## config.mk

```make
export PLATFORM = sky130hd
export DESIGN_NAME = bram_fwft_fifo_ctrl
export DESIGN_NICKNAME = d
export VERILOG_FILES = /design/src/rtl/bram_fwft_fifo_ctrl.sv
export SDC_FILE = /design/constraint.sdc
export NUM_CORES = 1
export LEC_CHECK = 0
export CORE_MARGIN = 10
export CORE_UTILIZATION = 50
export CTS_CLUSTER_DIAMETER = 60
export DETAILED_ROUTE_END_ITERATION = 10
export GPL_ROUTABILITY_DRIVEN = 0
export GPL_TIMING_DRIVEN = 0
export MAX_ROUTING_LAYER = met4
export PLACE_DENSITY = 0.81
export SYNTH_ARGS = -nofsm -noshare
export SYNTH_HDL_FRONTEND = slang
export SYNTH_SLANG_ARGS = --single-unit
```

## constraint.sdc

```tcl
create_clock -name clk -period 5.1 [get_ports clk]
set_input_delay 0.765 -clock clk [delete_from_list [all_inputs] [get_ports clk]]
set_output_delay 0.765 -clock clk [all_outputs]
set_load 0.02 [all_outputs]
```

## src/rtl/bram_fwft_fifo_ctrl.sv

```systemverilog
// ----------------------------------------------------------------------------
// bram_fwft_fifo_ctrl
//
// Single-clock first-word-fall-through FIFO controller wrapped around a
// simple-dual-port block RAM whose read data is registered (DEL = 1 or 2
// cycles from ram_ren to ram_rda). The RAM read latency is hidden behind a
// small register prefetch buffer of DEL+1 entries, so the consumer sees a
// plain valid/pop FWFT interface.
//
// Ports
//   clk, rst        sole clock (also both RAM clocks), async active-high reset
//   clr             synchronous flush, same effect as rst at the clock edge
//   push, din       write request / data; ignored while full
//   full            RAM store full (RAM occupancy only)
//   pop             consumer takes dout this cycle
//   dout, valid     head-of-queue data / head present
//   level           total entries held: RAM + in flight + prefetch buffer
//   ovf, udf        one-cycle pulses: push while full / pop while !valid
//   ram_wen/wad/wda RAM write port (combinational from push)
//   ram_ren/rad     RAM read port (combinational issue)
//   ram_rrst        RAM output-register reset, rst | clr
//   ram_rda         RAM read data, DEL cycles after ram_ren
// ----------------------------------------------------------------------------
module bram_fwft_fifo_ctrl #(
    parameter int ADR = 8,
    parameter int DAT = 9,
    parameter int DEP = 256,
    parameter int DEL = 1
) (
    input  logic           clk,
    input  logic           rst,
    input  logic           clr,
    input  logic           push,
    input  logic [DAT-1:0] din,
    output logic           full,
    input  logic           pop,
    output logic [DAT-1:0] dout,
    output logic           valid,
    output logic [ADR+1:0] level,
    output logic           ovf,
    output logic           udf,
    output logic           ram_wen,
    output logic [ADR-1:0] ram_wad,
    output logic [DAT-1:0] ram_wda,
    output logic           ram_ren,
    output logic [ADR-1:0] ram_rad,
    output logic           ram_rrst,
    input  logic [DAT-1:0] ram_rda
);

    localparam int NBUF = DEL + 1;
    localparam int BCW  = $clog2(NBUF + 1);

    logic [ADR:0]     r_wr_ptr;
    logic [ADR:0]     r_rd_ptr;
    logic [DEL-1:0]   r_ren_sr;
    logic [DAT-1:0]   r_buf [NBUF];
    logic [BCW-1:0]   r_buf_cnt;
    logic             r_ovf;
    logic             r_udf;

    logic             w_flush;
    logic [ADR:0]     w_ram_cnt;
    logic             w_full;
    logic             w_valid;
    logic             w_push_acc;
    logic             w_pop_acc;
    logic             w_issue;
    logic             w_land;
    logic [BCW-1:0]   w_inflight;
    logic [BCW:0]     w_commit;
    logic [BCW-1:0]   w_tail;
    logic [DAT-1:0]   w_buf_nxt [NBUF];
    logic [BCW-1:0]   w_buf_cnt_nxt;

    // Requests arriving while the controller is being flushed are dropped so
    // nothing reaches the RAM ports during rst or clr.
    assign w_flush    = rst | clr;
    assign w_ram_cnt  = r_wr_ptr - r_rd_ptr;
    assign w_full     = (w_ram_cnt == (ADR+1)'(DEP));
    assign w_valid    = (r_buf_cnt != '0);
    assign w_push_acc = push & ~w_full & ~w_flush;
    assign w_pop_acc  = pop & w_valid & ~w_flush;
    assign w_land     = r_ren_sr[DEL-1];

    always_comb begin
        w_inflight = '0;
        for (int i = 0; i < DEL; i++) begin
            w_inflight = w_inflight + BCW'(r_ren_sr[i]);
        end
    end

    // Entries committed to the buffer once everything in flight has landed.
    // Issuing only while this stays below DEL+1 guarantees a free slot for
    // every word coming out of the RAM pipeline.
    assign w_commit = {1'b0, w_inflight} + {1'b0, r_buf_cnt} - (BCW+1)'(w_pop_acc);
    assign w_issue  = (w_ram_cnt != '0) && (w_commit < (BCW+1)'(NBUF)) && ~w_flush;

    // Prefetch buffer is a shift-down register FIFO: head always in slot 0,
    // a landing word goes to the first free slot after this cycle's pop.
    always_comb begin
        w_buf_nxt = r_buf;
        w_tail    = r_buf_cnt;
        if (w_pop_acc) begin
            for (int i = 0; i < NBUF - 1; i++) begin
                w_buf_nxt[i] = r_buf[i+1];
            end
            w_tail = r_buf_cnt - BCW'(1);
        end
        if (w_land) begin
            for (int i = 0; i < NBUF; i++) begin
                if (w_tail == BCW'(i)) begin
                    w_buf_nxt[i] = ram_rda;
                end
            end
        end
        w_buf_cnt_nxt = w_tail + BCW'(w_land);
    end

    always_ff @(posedge clk or posedge rst) begin
        if (rst) begin
            r_wr_ptr  <= '0;
            r_rd_ptr  <= '0;
            r_ren_sr  <= '0;
            r_buf_cnt <= '0;
            r_ovf     <= 1'b0;
            r_udf     <= 1'b0;
            for (int i = 0; i < NBUF; i++) begin
                r_buf[i] <= '0;
            end
        end else if (clr) begin
            // Clearing the in-flight shift register discards any read data
            // still coming out of the RAM.
            r_wr_ptr  <= '0;
            r_rd_ptr  <= '0;
            r_ren_sr  <= '0;
            r_buf_cnt <= '0;
            r_ovf     <= 1'b0;
            r_udf     <= 1'b0;
            for (int i = 0; i < NBUF; i++) begin
                r_buf[i] <= '0;
            end
        end else begin
            if (w_push_acc) begin
                r_wr_ptr <= r_wr_ptr + (ADR+1)'(1);
            end
            if (w_issue) begin
                r_rd_ptr <= r_rd_ptr + (ADR+1)'(1);
            end
            r_ren_sr  <= DEL'({r_ren_sr, w_issue});
            r_buf     <= w_buf_nxt;
            r_buf_cnt <= w_buf_cnt_nxt;
            r_ovf     <= push & w_full;
            r_udf     <= pop & ~w_valid;
        end
    end

    assign full     = w_full;
    assign valid    = w_valid;
    assign dout     = r_buf[0];
    assign level    = (ADR+2)'(w_ram_cnt) + (ADR+2)'(w_inflight) + (ADR+2)'(r_buf_cnt);
    assign ovf      = r_ovf;
    assign udf      = r_udf;

    assign ram_wen  = w_push_acc;
    assign ram_wad  = r_wr_ptr[ADR-1:0];
    assign ram_wda  = din;
    assign ram_ren  = w_issue;
    assign ram_rad  = r_rd_ptr[ADR-1:0];
    assign ram_rrst = w_flush;

endmodule

```

Figure 1. Sizing map.
Drawn at 4 px/µm.
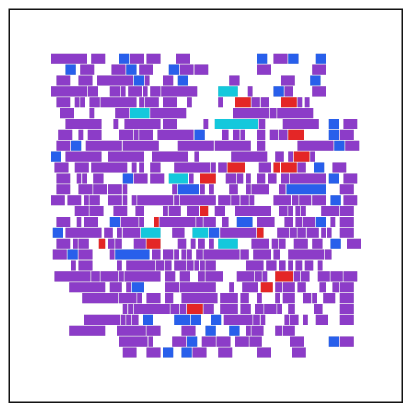
| colour | size | cells | most used |
|---|---|---|---|
| red | _2 cells | 16 | mux2_2 |
| cyan | _6 and larger | 7 | clkbuf_8 |
| purple | _0 and _1 cells | 335 | clkdlybuf4s50_1 |
| blue | _3 and _4 cells | 42 | buf_4 |

==> reports/qor.yml <==
clock_tree:
  cts_resized: 3
  root_buffer: "clkbuf_8"
  clk_latency_ns: 0.30
yosys:
  synth-main-ff-cell: "dfrtp_1"
  async_reset_ff_frac: 1.00
  top_cells_by_count: "dfrtp_1 (41), nor2_1 (36), buf_4 (34), inv_1 (22), mux2i_1 (19)"
  synth_area_um2: 3030
  yosysUniqueCellTypes: 47
  logic_family: "simple AND/OR/NAND/NOR gates"
setup_path:
  cp_top_family: "buffers and inverters"
  critical_path_required_ns: 4.34
  crit_arrival_ns: 4.12
  r2r_end: "r_rd_ptr[7]$_DFFE_PP0P_"
  timing.rr.start: "r_buf_cnt[1]$_DFF_PP0_"
drt:
  antenna_left: 0
  routed.top_layer: "met4"
  wl_met3_um: 453
grt:
  grt_usage: 0.162
  grt_pass1_vias: 2611
  grtUsageMet3: 0.0402
floorplanning:
  fp.dieH_um: 97.9
worst_hold_path:
  holdCritPathClass: "flip-flop to flip-flop"
  min_path_cells: 2
layout:
  comb_area_frac: 0.420
  antennaDiodeCount: 0
sta:
  min_period_ns: 4.88
  slew_headroom: 0.417
pwr:
  power_clock_mw: 0.269
  p_seq_frac: 0.240
  internal_power_mw: 1.02
  top_power_group: "combinational logic"
place:
  io_buffers: 63
outcome:
  outcome: "completed"
Figure 2. Placed cells, one colour a class.
Drawn at 4 px/µm. Fill, decap, tap and diode cells in grey.
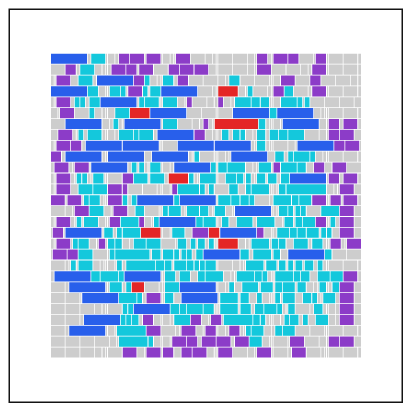
| colour | class | cells | share of their area |
|---|---|---|---|
| purple | other buffers and delay cells | 108 | 25% |
| red | clock drivers and dummy loads | 8 | 3.0% |
| cyan | combinational and other logic | 243 | 45% |
| blue | flops | 41 | 27% |

placed cells by master, fill, tap and decap left out, types with 2 or more instances in the layout:
cell type | synthesis | layout
a211oi_1 | 10 | 10
a21o_1 | 3 | 3
a21oi_1 | 11 | 11
and2_1 | 2 | 2
and3_1 | 9 | 9
and4_1 | 2 | 2
buf_2 | 3 | 3
buf_4 | 34 | 35
clkbuf_1 | 7 | 6
clkbuf_8 | 0 | 5
clkdlybuf4s50_1 | 0 | 63
dfrtp_1 | 41 | 41
fa_1 | 4 | 4
ha_1 | 15 | 15
inv_1 | 22 | 21
mux2_2 | 7 | 7
mux2i_1 | 19 | 19
nand2_1 | 15 | 15
nand2b_1 | 3 | 3
nand3_1 | 16 | 15
nand4_1 | 6 | 6
nand4b_1 | 2 | 2
nor2_1 | 36 | 36
nor2b_1 | 10 | 10
nor3_1 | 4 | 4
nor4_1 | 2 | 2
o21ai_0 | 4 | 4
o311ai_0 | 2 | 2
o31ai_1 | 3 | 3
o41ai_1 | 2 | 2
or3_1 | 4 | 4
xnor2_1 | 6 | 6
xor2_1 | 9 | 9
per-stage QoR:
| step | instances | TNS [ns] | setup WS, ns |
|---|---|---|---|
| finish | 475 | 0 | 0.220 |
| global route | 475 | -0.000671 | -0.000671 |
| CTS | 475 | 0 | 0.0429 |
| detailed placement | 467 | -0.432 | -0.432 |
| global placement | 467 | -0.320 | -0.320 |
| floorplan | 329 | 0 | 0.915 |
registers in the layout, indices dropped and copies added, names as in the netlist:
signal	cells
ovf	1
r_wr_ptr	9
r_buf	9
r_ren_sr	1
r_rd_ptr	9
r_buf_cnt	2
dout	9
udf	1
Power is estimated from default activity; no workload was simulated.
